**config.mk**
```make
export PLATFORM = sky130hd
export DESIGN_NAME = alu_iter_exec
export DESIGN_NICKNAME = d
export VERILOG_FILES = /design/src/rtl/alu_iter_exec.sv
export SDC_FILE = /design/constraint.sdc
export NUM_CORES = 1
export LEC_CHECK = 0
export ABC_AREA = 1
export CAP_MARGIN = 20
export CORE_UTILIZATION = 55
export CTS_BUF_LIST = sky130_fd_sc_hd__clkbuf_4
export DETAILED_ROUTE_END_ITERATION = 16
export GPL_ROUTABILITY_DRIVEN = 1
export PLACE_DENSITY = 0.87
export SLEW_MARGIN = 10
export SYNTH_ARGS = -nofsm -noshare
export SYNTH_HDL_FRONTEND = slang
export SYNTH_SLANG_ARGS = --single-unit
```
**constraint.sdc**
```tcl
create_clock -name clk -period 2.53 [get_ports clk]
set_input_delay 0.253 -clock clk [delete_from_list [all_inputs] [get_ports clk]]
set_output_delay 0.253 -clock clk [all_outputs]
set_load 0.02 [all_outputs]
```
**src/rtl/alu_iter_exec.sv**
```systemverilog
// Execute-stage ALU with a registered result and valid/ready handshakes.
// Shifts run one bit per cycle; all other ops complete in a single cycle.
module alu_iter_exec #(
  parameter int WIDTH   = 32,
  parameter int SHAMT_W = 5
) (
  input  logic               clk,
  input  logic               reset,
  input  logic               in_valid,
  output logic               in_ready,
  input  logic [3:0]         ALUControl,
  input  logic [WIDTH-1:0]   SrcA,
  input  logic [WIDTH-1:0]   SrcB,
  output logic               out_valid,
  input  logic               out_ready,
  output logic [WIDTH-1:0]   ALUResult,
  output logic               Zero,
  output logic               busy
);

  localparam logic [3:0] OP_ADD  = 4'b0000;
  localparam logic [3:0] OP_SUB  = 4'b0001;
  localparam logic [3:0] OP_AND  = 4'b0010;
  localparam logic [3:0] OP_OR   = 4'b0011;
  localparam logic [3:0] OP_SLT  = 4'b0101;
  localparam logic [3:0] OP_XOR  = 4'b0110;
  localparam logic [3:0] OP_SLL  = 4'b0111;
  localparam logic [3:0] OP_SRL  = 4'b1000;
  localparam logic [3:0] OP_SRA  = 4'b1001;
  localparam logic [3:0] OP_SLTU = 4'b1100;

  typedef enum logic [1:0] {IDLE, SHIFT, DONE} state_t;

  state_t               state, state_next;
  logic [3:0]           shift_op;
  logic [WIDTH-1:0]     work, work_step, alu_comb;
  logic [SHAMT_W-1:0]   count, shamt;
  logic                 accept, is_shift, start_shift, last_step;

  assign shamt       = SrcB[SHAMT_W-1:0];
  assign accept      = in_valid && (state == IDLE);
  assign is_shift    = (ALUControl == OP_SLL) || (ALUControl == OP_SRL) ||
                       (ALUControl == OP_SRA);
  assign start_shift = is_shift && (shamt != '0);
  assign last_step   = (count == SHAMT_W'(1));

  // Single-cycle results; a zero-amount shift simply passes SrcA through.
  always_comb begin
    alu_comb = '0;
    case (ALUControl)
      OP_ADD:  alu_comb = SrcA + SrcB;
      OP_SUB:  alu_comb = SrcA - SrcB;
      OP_AND:  alu_comb = SrcA & SrcB;
      OP_OR:   alu_comb = SrcA | SrcB;
      OP_XOR:  alu_comb = SrcA ^ SrcB;
      OP_SLT:  alu_comb = {{(WIDTH-1){1'b0}}, ($signed(SrcA) < $signed(SrcB))};
      OP_SLTU: alu_comb = {{(WIDTH-1){1'b0}}, (SrcA < SrcB)};
      OP_SLL, OP_SRL, OP_SRA: alu_comb = SrcA;
      default: alu_comb = '0;
    endcase
  end

  always_comb begin
    work_step = work;
    case (shift_op)
      OP_SLL:  work_step = {work[WIDTH-2:0], 1'b0};
      OP_SRL:  work_step = {1'b0, work[WIDTH-1:1]};
      OP_SRA:  work_step = {work[WIDTH-1], work[WIDTH-1:1]};
      default: work_step = work;
    endcase
  end

  always_comb begin
    state_next = state;
    case (state)
      IDLE:    if (accept) state_next = start_shift ? SHIFT : DONE;
      SHIFT:   if (last_step) state_next = DONE;
      DONE:    if (out_ready) state_next = IDLE;
      default: state_next = IDLE;
    endcase
  end

  always_ff @(posedge clk) begin
    if (reset) state <= IDLE;
    else       state <= state_next;
  end

  // Operands are captured at accept so upstream may change them freely afterwards.
  always_ff @(posedge clk) begin
    if (reset) begin
      work      <= '0;
      count     <= '0;
      shift_op  <= '0;
      ALUResult <= '0;
    end else begin
      case (state)
        IDLE: begin
          if (accept) begin
            if (start_shift) begin
              work     <= SrcA;
              count    <= shamt;
              shift_op <= ALUControl;
            end else begin
              ALUResult <= alu_comb;
            end
          end
        end
        SHIFT: begin
          work  <= work_step;
          count <= count - SHAMT_W'(1);
          if (last_step) ALUResult <= work_step;
        end
        default: ;
      endcase
    end
  end

  assign in_ready  = (state == IDLE);
  assign out_valid = (state == DONE);
  assign busy      = (state != IDLE);
  assign Zero      = (ALUResult == '0);

endmodule

```
==> images/m1.png <==
Scale bar: 50 um. Supply wires on this layer in grey.
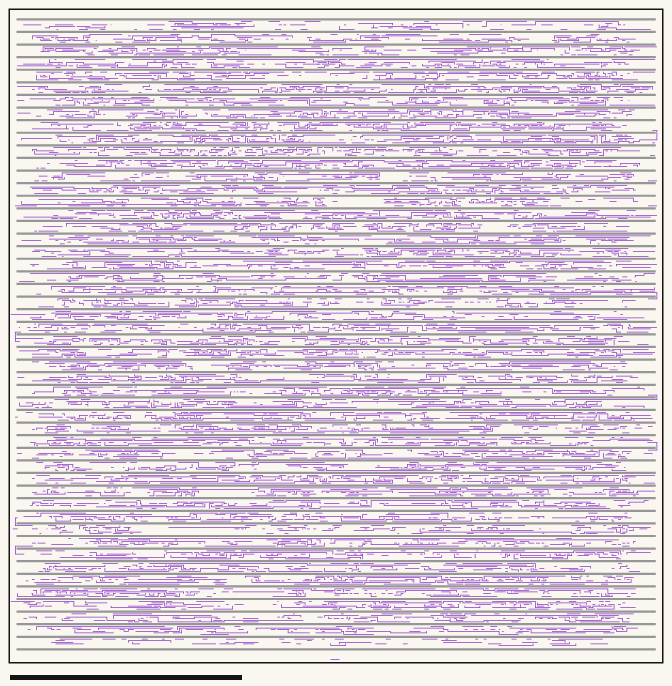
The longest straight run is 83.3 um. The layer holds 38% of the routed length.
M1 GR Usage: 54.1%
wirelength, routed: 44.4 mm
vias post-DR: 14300

==> images/m2.png <==
Cells faint in the background.
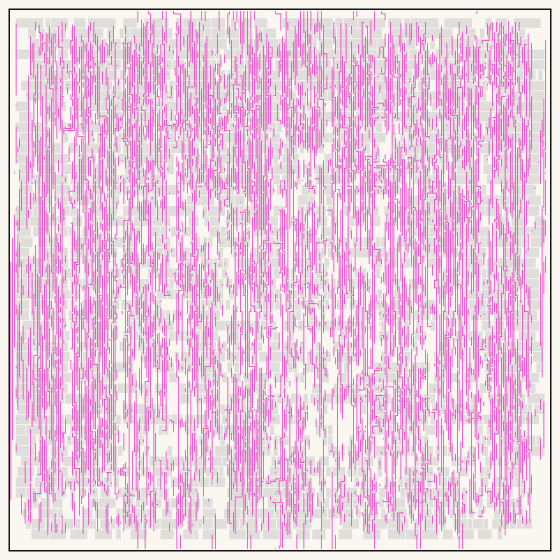
1981 nets have wire on it. The longest straight run is 61.9 um.

==> images/m3.png <==
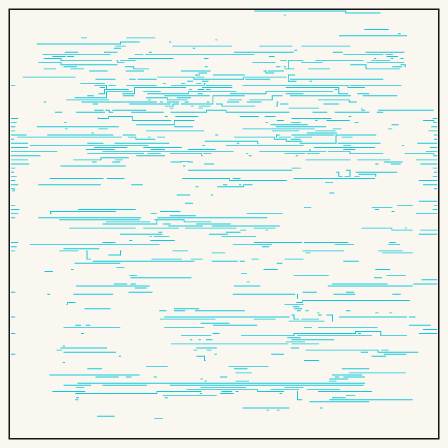
The longest straight run is 94.3 um. The wires run mostly horizontal.
M3 GR Usage: 6.32%

==> images/m4.png <==
Scale bar: 50 um. Supply wires on this layer in grey.
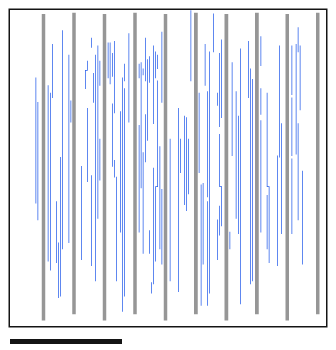
The layer holds 8.6% of the routed length. The layer carries 3810 um of wire.

==> images/congestion_map.png <==
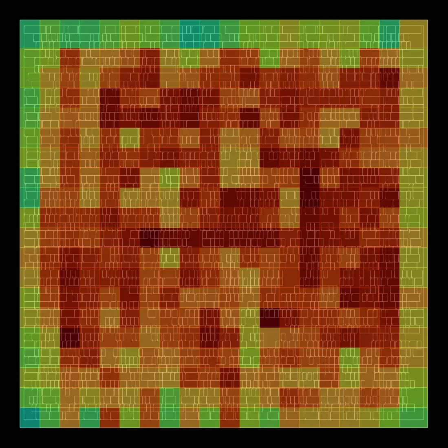
WL/cell: 17.9 um
grt met2 use: 72.7%

==> results.yml <==
# implementation run metrics
finish:
  final-nonclk-buf-share_pct: 24.0
  insertedDiodeCount: 0
  lay_top_cells: "523 x nand2_1, 343 x inv_1, 300 x buf_4"
  clkbuf_count: 10
  logic_area_mm2: 0.00747
  flop-count: 75
clock_network:
  clock_path_buffers: 2
  cts_buffers: 9
sta:
  final.setup.tns_ns: 0
  post-route-period-util_pct: 96.7
  hold_ws_ns: 0.185
  hold_violations: 0
  tightestPinTransition_ns: 0.573
  fin_crit_ns: 2.45
  finClkSkew_ns: 0.0150
power_and_ir_drop:
  power.leakage_uw: 0.00757
  total_power_uw: 5880
detailed_routing:
  viasPerCell: 5.75
  ant_nets: 0
  met3_length_mm: 4.48
worst_hold_path:
  hp-class: "in -> reg"
  min-delay-start: "SrcB[0]"
placement:
  placedCellCount: 2469
  place_ws_ns: -0.336
  post-dp-hpwl_mm: 36.1
worst_setup_path:
  crit_cells: 15
  setup.worst_path.end: "ALUResult[31]"
  cp_slowest_cell: "clkdlybuf4s50_1"
  r2r.worst_path.cells: 9
  max_stage_delay_ns: 0.52
  r2r_slack_ns: 0.31
synthesis:
  yosysUniqueCellTypes: 42
  synthMostInstantiatedCell: "nand2_1"
  aoi_share_pct: 19.5
  yosys_area_mm2: 0.0106
  yosysWarnings: 0
  ys_sh_adder_pct: 14.0
  ys_top_cells_by_area: "nand2_1 19%, dfxtp_1 14%, ha_1 14%, inv_1 12%, nor2_1 6.6%"
  yosys_cells: 1900
global_route:
  grt_overflow_total: 0
  top_usage_layer: "met2"
floorplan:
  row_count: 50
  fp.dieW_um: 141
run:
  tool_warnings: 108
outcome:
  status: "complete, no violations"
